==> run_1/met2.png <==
Bar = 20 um.
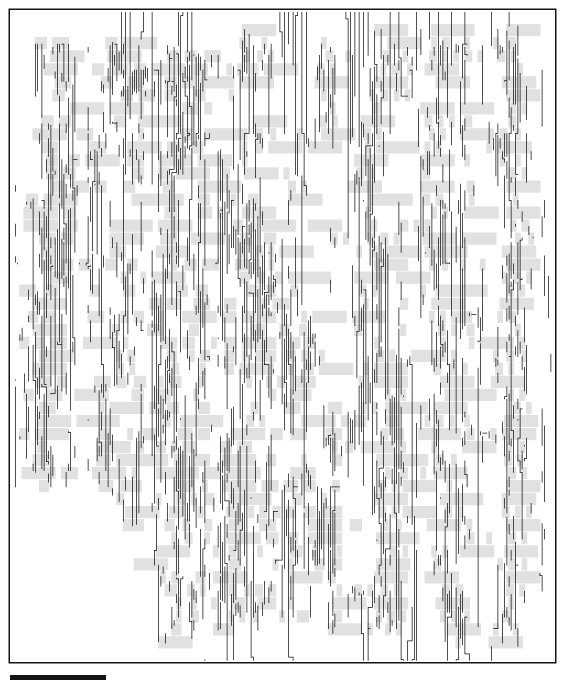
==> run_1/drive_strength.png <==
Bar = 20 um.
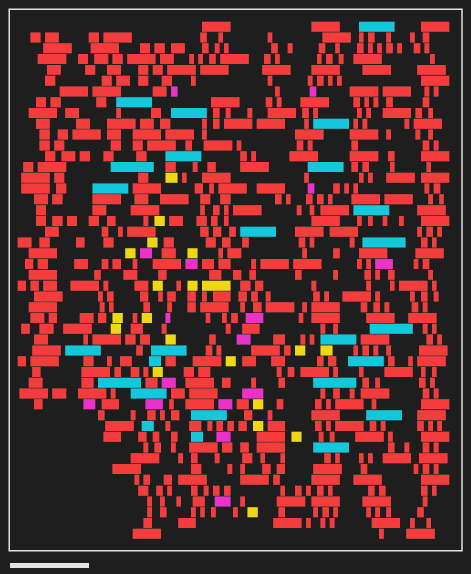
==> run_1/final_congestion.png <==
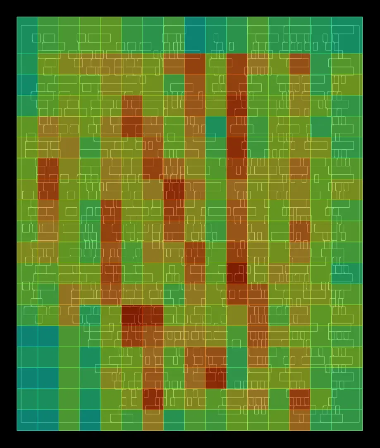
==> run_1/zoom.png <==
Bar = 10 um. Region (37, 21) to (77, 61) um. Cells in gray, sequential cells in the stronger gray; small squares are vias.
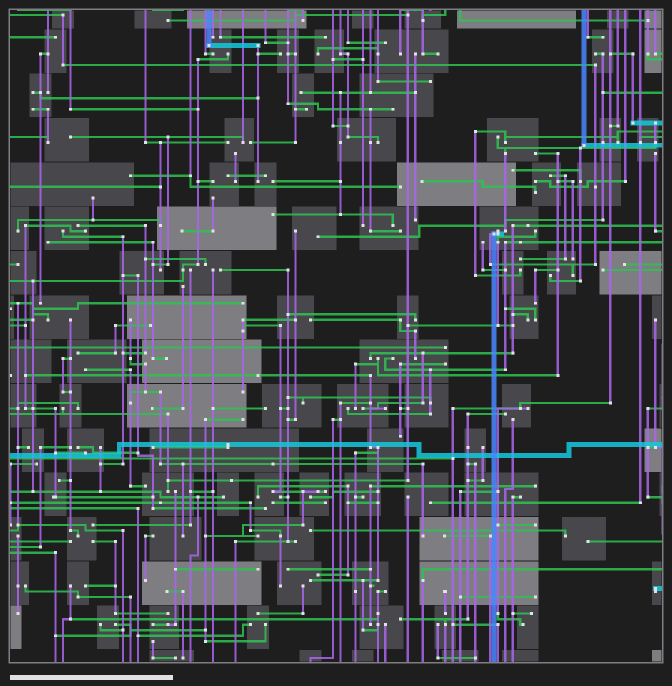
==> config.mk <==
export PLATFORM = sky130hd
export DESIGN_NAME = uart_bus_bridge
export DESIGN_NICKNAME = d
export VERILOG_FILES = /design/src/rtl/uart_bus_bridge.sv
export SDC_FILE = /design/constraint.sdc
export NUM_CORES = 1
export LEC_CHECK = 0
export CAP_MARGIN = 20
export CELL_PAD_IN_SITES_DETAIL_PLACEMENT = 1
export CELL_PAD_IN_SITES_GLOBAL_PLACEMENT = 2
export CORE_ASPECT_RATIO = 1.2
export CORE_UTILIZATION = 36
export CTS_CLUSTER_DIAMETER = 60
export CTS_CLUSTER_SIZE = 25
export DETAILED_ROUTE_END_ITERATION = 10
export DONT_BUFFER_PORTS = 1
export PLACE_DENSITY_LB_ADDON = 0.08
export SLEW_MARGIN = 20
export SYNTH_ARGS = -nofsm -noshare
export SYNTH_HDL_FRONTEND = slang
export SYNTH_SLANG_ARGS = --single-unit
==> constraint.sdc <==
create_clock -name clock_i -period 2.8 [get_ports clock_i]
set_input_delay 0.56 -clock clock_i [delete_from_list [all_inputs] [get_ports clock_i]]
set_output_delay 0.56 -clock clock_i [all_outputs]
set_load 0.02 [all_outputs]
==> run summary <==
largest stage delay on the critical path = 440 ps
initial antenna violation count = 0
min Tclk post-route = 2374 ps
CTS tree = done
final std cells w/o fill = 847
# Cells Yosys = 649
Critical Path AT = 2700 ps
DR vias/cell = 5.514
detailed-route DRC error count = 0
post-CTS sizing = 0
yosys adder share = 0.01391
number of nets in the layout = 685
Die ar. = 15,490 um2
Synth Instances = 649
FMAX = 421.2 MHz
Placer Congestion = 0.7892
Yosys warning count = 0
XOR/XNOR Area Share = 0.001623
Crit. path cell count = 7
CP Max Fanout = 25
# Post-CTS Setup Buffers = 0
Final Cycle Share = 0.8479
Commonest Layout Cell = nand2_1
Yosys chip area = 5398 um2
CP Launch Type = flip-flop
CORE AREA = 14,530 um2
Post-Route Setup TNS = 0 ps
Reg clk slew, reported paths = 60 ps
Seq share, synth = 0.4747
Mean Syn Cell Area = 8.317 um2
CP Capture Type = flip-flop
synthesized flop and latch total = 128
first-pass GRT wire length = 24.52 mm
Placed Instances = 815
H-tree depth = 4
Mapped Nets = 700
Max Cap Viol = 0
chip height = 136.1 um
Post-synth EDFFs = 0
Root Buffer = clkbuf_16
io pins = 121
slew margin rel. = 0.6064
1st-iter DRT viols = 238
HPWL after detailed placement = 10.44 mm
warning total across the stage logs = 30
and+or+nand+nor area frac = 0.1947
floorplan core density = 0.3714
status = completed
Max Root-Sink Buffers = 2
About met2.png:
The layer holds 49% of the routed length. The longest straight run is 55.2 um.
vias: 4,670
Total Routed Length: 15.52 mm
met2 usage: 0.3523

About drive_strength.png:
Key: drive 6 and up = cyan [cells 25, share 3.9%, most used clkbuf_16]; drive 3 to 4 = yellow [cells 20, share 3.1%, most used buf_4]; drive 2 = magenta [cells 16, share 2.5%, most used clkinv_2]; drive 1 or less = red [cells 586, share 91%, most used nand2_1]
final instance area: 6223 um2
area delta synth->final: 15.30%
final worst slack: 425.9 ps
bufs w/o clock: 17

About final_congestion.png:
WL/cell: 18.33 um
GRT Max-Usage Layer: met2
GR Util All Layers: 0.2047

About zoom.png:
Key: met4 = blue; met2 = purple; met3 = cyan; met1 = green
Most frequent: nand2_1 (9), dfxtp_1 (9), buf_4 (7). Sequential cells in the window: 9. 76 logic cells have their middle in the window.

-- run 1: layout make-up --
cell class | instances | area [um2]
fillers | 1754 | 8310
multi-input cells | 455 | 2585
flip-flops and latches | 128 | 2562
clock buffers | 19 | 432.9
well taps | 200 | 250.2
clock inverters | 13 | 209.0
repair buffers | 17 | 127.6
inverters | 15 | 56.30
-- run 1: power by group through the flow --
stage	clock network, uW	logic, uW	registers (uW)
global route	2560	512	2030
global placement	0	450	2050
finish	2430	460	2020
floorplan	0	378	2020
CTS	2480	465	2020
detailed placement	0	462	2060
-- run 1: cells in the mapped netlist, types with 3 or more instances --
library cell / number / share of area
a21oi_1: 83 / 0.077
nand2b_1: 5 / 0.0058
clkbuf_1: 36 / 0.025
a22oi_1: 20 / 0.028
nor3_1: 6 / 0.0056
a32o_1: 8 / 0.015
a31oi_1: 10 / 0.012
mux2i_1: 5 / 0.0093
o21ai_0: 8 / 0.0074
o211ai_1: 24 / 0.033
ha_1: 6 / 0.014
nor2_1: 20 / 0.014
a211oi_1: 3 / 0.0042
inv_1: 14 / 0.0097
nor2b_1: 12 / 0.014
o21a_1: 4 / 0.0056
buf_2: 14 / 0.013
dfxtp_1: 128 / 0.47
and3_1: 4 / 0.0046
nand2_1: 167 / 0.12
o211a_1: 20 / 0.037
nand4_1: 3 / 0.0035
nand3_1: 11 / 0.010
or4_1: 3 / 0.0042
-- run 1: layer usage --
layer  GRT usage  part of all wire  vias to the layer above
met1      0.2251              0.41                     2258
met4     0.08658             0.025                        0
met2      0.3523              0.49                      126
li1            -                 -                     2261
met3     0.07802             0.073                       25
met5           0                 0                        -
Power and IR drop assume default switching activity.
